--- config.mk ---
export PLATFORM = sky130hd
export DESIGN_NAME = dmem_arbiter
export DESIGN_NICKNAME = d
export VERILOG_FILES = /design/src/rtl/dmem_pkg.sv /design/src/rtl/dmem_rd_return.sv /design/src/rtl/dmem_arbiter.sv
export SDC_FILE = /design/constraint.sdc
export NUM_CORES = 1
export LEC_CHECK = 0
export ABC_AREA = 1
export CORE_UTILIZATION = 38
export CTS_CLUSTER_DIAMETER = 100
export DETAILED_ROUTE_END_ITERATION = 7
export HOLD_SLACK_MARGIN = 0.12
export PLACE_DENSITY = 0.95
export SYNTH_ARGS = -nofsm -noshare
export SYNTH_HDL_FRONTEND = slang
export SYNTH_HIERARCHICAL = 1
export SYNTH_SLANG_ARGS = --single-unit
--- constraint.sdc ---
create_clock -name clock -period 1.6 [get_ports clock]
set_input_delay 0.24 -clock clock [delete_from_list [all_inputs] [get_ports clock]]
set_output_delay 0.24 -clock clock [all_outputs]
set_load 0.03 [all_outputs]
--- src/rtl/dmem_pkg.sv ---
// Shared types and constants for the data-memory arbiter slice.
package dmem_pkg;

    localparam int DMEM_AW = 8;
    localparam int DMEM_DW = 16;

    typedef enum logic {
        IDLE  = 1'b0,
        BURST = 1'b1
    } state_e;

    typedef enum logic [1:0] {
        OWN_NONE = 2'd0,
        OWN_CPU  = 2'd1,
        OWN_DMA  = 2'd2
    } owner_e;

endpackage

--- src/rtl/dmem_rd_return.sv ---
// Read-return path: remembers which port issued the last read and routes the
// memory's registered read data back to that port only.
module dmem_rd_return
    import dmem_pkg::*;
#(
    parameter int DW = DMEM_DW
) (
    input  logic          clock,
    input  logic          reset_n,
    input  logic          issue_cpu_rd_i,
    input  logic          issue_dma_rd_i,
    input  logic [DW-1:0] m_rdata_i,
    output logic          c_rvalid_o,
    output logic [DW-1:0] c_rdata_o,
    output logic          x_rvalid_o,
    output logic [DW-1:0] x_rdata_o
);

    owner_e own_q;
    owner_e own_d;

    // Next owner tag from whichever read is issued this cycle.
    always_comb begin
        own_d = OWN_NONE;
        if (issue_cpu_rd_i) begin
            own_d = OWN_CPU;
        end else if (issue_dma_rd_i) begin
            own_d = OWN_DMA;
        end else begin
            own_d = OWN_NONE;
        end
    end

    // Owner tag register.
    always_ff @(posedge clock or negedge reset_n) begin
        if (!reset_n) begin
            own_q <= OWN_NONE;
        end else begin
            own_q <= own_d;
        end
    end

    // Demux: the non-owner port always sees zero data.
    always_comb begin
        c_rvalid_o = 1'b0;
        c_rdata_o  = {DW{1'b0}};
        x_rvalid_o = 1'b0;
        x_rdata_o  = {DW{1'b0}};
        case (own_q)
            OWN_CPU: begin
                c_rvalid_o = 1'b1;
                c_rdata_o  = m_rdata_i;
            end
            OWN_DMA: begin
                x_rvalid_o = 1'b1;
                x_rdata_o  = m_rdata_i;
            end
            default: begin
                c_rvalid_o = 1'b0;
                x_rvalid_o = 1'b0;
            end
        endcase
    end

endmodule

--- src/rtl/dmem_arbiter.sv ---
// Shares the single data-memory port between CPU single accesses (priority)
// and auto-incrementing DMA bursts, with bounded DMA starvation.
module dmem_arbiter
    import dmem_pkg::*;
#(
    parameter int AW       = DMEM_AW,
    parameter int DW       = DMEM_DW,
    parameter int MAX_WAIT = 4
) (
    input  logic          clock,
    input  logic          reset_n,
    input  logic          c_req,
    input  logic          c_we,
    input  logic [AW-1:0] c_addr,
    input  logic [DW-1:0] c_wdata,
    output logic          c_gnt,
    output logic          c_rvalid,
    output logic [DW-1:0] c_rdata,
    input  logic          x_req,
    input  logic          x_we,
    input  logic [AW-1:0] x_addr,
    input  logic [AW-1:0] x_len,
    input  logic [DW-1:0] x_wdata,
    output logic          x_gnt,
    output logic          x_wready,
    output logic          x_rvalid,
    output logic [DW-1:0] x_rdata,
    output logic          x_done,
    output logic          m_we,
    output logic [AW-1:0] m_addr,
    output logic [DW-1:0] m_wdata,
    input  logic [DW-1:0] m_rdata
);

    localparam logic [3:0]    MAX_WAIT_C = 4'(MAX_WAIT);
    localparam logic [AW-1:0] ONE_C      = AW'(1);

    state_e        state_q,    state_d;
    logic [AW-1:0] baddr_q,    baddr_d;
    logic [AW-1:0] bremain_q,  bremain_d;
    logic          bwe_q,      bwe_d;
    logic          last_dma_q, last_dma_d;
    logic [3:0]    wait_q,     wait_d;
    logic          done_q,     done_d;

    logic          cpu_issue_s;
    logic          dma_issue_s;
    logic          gnt_x_s;
    logic          dma_we_s;
    logic [AW-1:0] dma_addr_s;

    // Arbitration and burst sequencing: next state, counters and issue decode.
    always_comb begin
        state_d     = state_q;
        baddr_d     = baddr_q;
        bremain_d   = bremain_q;
        bwe_d       = bwe_q;
        wait_d      = wait_q;
        done_d      = 1'b0;
        cpu_issue_s = 1'b0;
        dma_issue_s = 1'b0;
        gnt_x_s     = 1'b0;
        dma_we_s    = 1'b0;
        dma_addr_s  = {AW{1'b0}};
        case (state_q)
            IDLE: begin
                if (c_req && (wait_q < MAX_WAIT_C)) begin
                    cpu_issue_s = 1'b1;
                    if (x_req) begin
                        wait_d = wait_q + 4'd1;
                    end else begin
                        wait_d = 4'd0;
                    end
                end else if (x_req) begin
                    gnt_x_s     = 1'b1;
                    dma_issue_s = 1'b1;
                    dma_we_s    = x_we;
                    dma_addr_s  = x_addr;
                    wait_d      = 4'd0;
                    if (x_len == {AW{1'b0}}) begin
                        done_d = 1'b1;
                    end else begin
                        baddr_d   = x_addr + ONE_C;
                        bremain_d = x_len;
                        bwe_d     = x_we;
                        state_d   = BURST;
                    end
                end else begin
                    wait_d = 4'd0;
                end
            end
            BURST: begin
                wait_d = 4'd0;
                // CPU may steal only a slot that follows a DMA beat, so its wait is at most 1.
                if (c_req && last_dma_q) begin
                    cpu_issue_s = 1'b1;
                end else begin
                    dma_issue_s = 1'b1;
                    dma_we_s    = bwe_q;
                    dma_addr_s  = baddr_q;
                    baddr_d     = baddr_q + ONE_C;
                    bremain_d   = bremain_q - ONE_C;
                    if (bremain_q == ONE_C) begin
                        state_d = IDLE;
                        done_d  = 1'b1;
                    end else begin
                        state_d = BURST;
                    end
                end
            end
            default: begin
                state_d = IDLE;
            end
        endcase
        last_dma_d = dma_issue_s;
    end

    // State and counter registers.
    always_ff @(posedge clock or negedge reset_n) begin
        if (!reset_n) begin
            state_q    <= IDLE;
            baddr_q    <= {AW{1'b0}};
            bremain_q  <= {AW{1'b0}};
            bwe_q      <= 1'b0;
            last_dma_q <= 1'b0;
            wait_q     <= 4'd0;
            done_q     <= 1'b0;
        end else begin
            state_q    <= state_d;
            baddr_q    <= baddr_d;
            bremain_q  <= bremain_d;
            bwe_q      <= bwe_d;
            last_dma_q <= last_dma_d;
            wait_q     <= wait_d;
            done_q     <= done_d;
        end
    end

    // Memory port mux; grants are forced low while reset is held.
    always_comb begin
        c_gnt    = 1'b0;
        x_gnt    = 1'b0;
        x_wready = 1'b0;
        m_we     = 1'b0;
        m_addr   = {AW{1'b0}};
        m_wdata  = {DW{1'b0}};
        if (!reset_n) begin
            c_gnt = 1'b0;
        end else if (cpu_issue_s) begin
            c_gnt   = 1'b1;
            m_we    = c_we;
            m_addr  = c_addr;
            m_wdata = c_wdata;
        end else if (dma_issue_s) begin
            x_gnt    = gnt_x_s;
            x_wready = 1'b1;
            m_we     = dma_we_s;
            m_addr   = dma_addr_s;
            m_wdata  = x_wdata;
        end else begin
            m_we = 1'b0;
        end
    end

    assign x_done = done_q;

    dmem_rd_return #(
        .DW(DW)
    ) u_rd_return (
        .clock          (clock),
        .reset_n        (reset_n),
        .issue_cpu_rd_i (c_gnt & ~c_we),
        .issue_dma_rd_i (x_wready & ~dma_we_s),
        .m_rdata_i      (m_rdata),
        .c_rvalid_o     (c_rvalid),
        .c_rdata_o      (c_rdata),
        .x_rvalid_o     (x_rvalid),
        .x_rdata_o      (x_rdata)
    );

endmodule
==> results.py <==
# Flow results
metrics = {
    "global_route": {
        "grt_util_met1_pct": 27.9,
        "grt_pass1_vias": 3021,
        "top_usage_layer": "met2",
        "grt_overflow_total": 0,
        "grt_usage_pct": 27.0,
    },
    "floorplan": {
        "initCoreUtil_pct": 40.2,
        "die_area_um2": 6250,
        "die_x_um": 79.1,
    },
    "routing": {
        "wl_met3_um": 894,
        "drcViolationCount": 0,
        "topRoutingLayerUsed": "met4",
        "wirelength_mm": 9.65,
        "dr_wl_met2_mm": 5.08,
        "wl_met1_mm": 3.23,
    },
    "synthesis": {
        "ys_sh_simple_pct": 48.3,
        "top_area_cell": "dfrtp_1",
        "ys_async_sr_fraction_pct": 100,
        "ys_area_um2": 2260,
        "ys_ff": 26,
        "yosysWarnings": 6,
        "logic_family": "simple AND/OR/NAND/NOR gates",
        "xor_area_share_pct": 1.16,
    },
    "setup_path": {
        "path_max_fanout": 19,
        "path_buffers": 2,
        "crit_start": "wait_q[2]",
        "crit-reg2reg-capture": "baddr_q[7]",
        "rrSetupSlack_ps": -80,
        "r2r_cells": 11,
        "r2r_start": "state_q",
    },
    "timing": {
        "finClkSkew_ps": 7.51,
        "setup_viol": 29,
        "fin_crit_ps": 1950,
        "finalHoldViolCount": 0,
        "timing.final.ws_setup_ps": -350,
        "maxSlewViolCount": 0,
    },
    "final_layout": {
        "sh_seq_area_pct": 15.1,
        "biggestRegsByFlops": "baddr_q (8), bremain_q (8), wait_q (4)",
        "mi_logic_area_um2": 1620,
        "drive_gt1_share_pct": 31.4,
        "comb_cells": 284,
        "mostFrequentLayoutCell": "nand2_1",
        "final_util_pct": 77.2,
    },
    "run_status": {
        "status": "finished, violations left",
        "violations": "setup timing",
    },
    "power": {
        "total_power_mw": 6.41,
        "switching_share_pct": 51.6,
        "seq-power_mw": 1.16,
        "seqPwrFrac_pct": 18.1,
        "combPwrFrac_pct": 74.8,
        "vdd_drop_max_mv": 1.04,
    },
    "clock_tree": {
        "cts_tree": "built",
        "hold_buffers": 0,
        "clk_pin_slew_ps": 100,
        "clk_latency_ps": 280,
        "post_cts_resized": 54,
        "htreeDepth": 1,
    },
    "placement": {
        "dp_cells": 604,
        "hpwl_mm": 6.26,
    },
    "min_path": {
        "hp-class": "primary input to async pin",
    },
    "flow_run": {
        "warnings": 29,
        "cap_viol_max_count": 0,
    },
}
### Cell placement

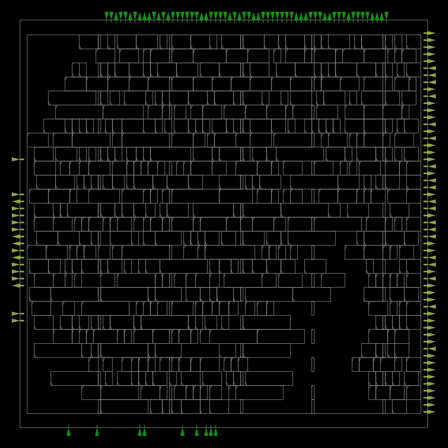
TAP cells: 72
# rows: 27
core area: 5610 µm²

### Sizing map

Scale: 6 px per µm.
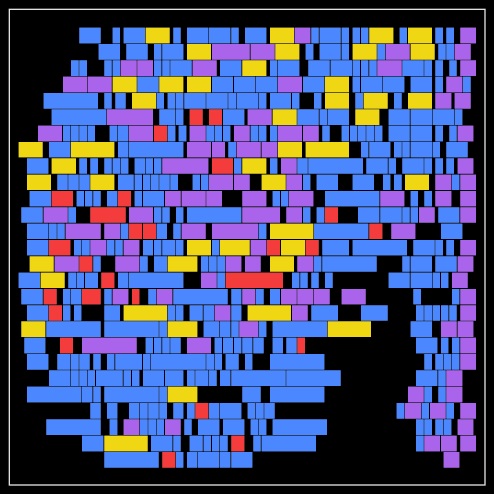
legend:
  _2 cells:
    colour: red
    cells: 26
    share: 4.8%
  _6 and larger:
    colour: yellow
    cells: 44
    share: 8.1%
  _0 and _1 cells:
    colour: blue
    cells: 371
    share: 69%
  _3 and _4 cells:
    colour: purple
    cells: 100
    share: 18%
fin worst setup slack: -350 ps
Non-clk bufs: 178
post-route cell area: 4330 µm²

### I/O nets highlighted

Scale: 3 px per µm.
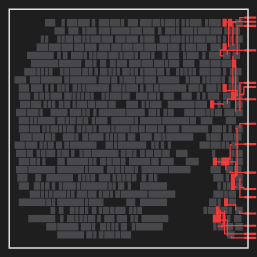
legend:
  `c_rdata`:
    colour: red
    direction: output
    end_cells: 16
    buffers: 16
    wire: 236 µm
port bufs: 140
I/O Pins: 141

No activity file was given, so power comes from the tool's default toggle rates.
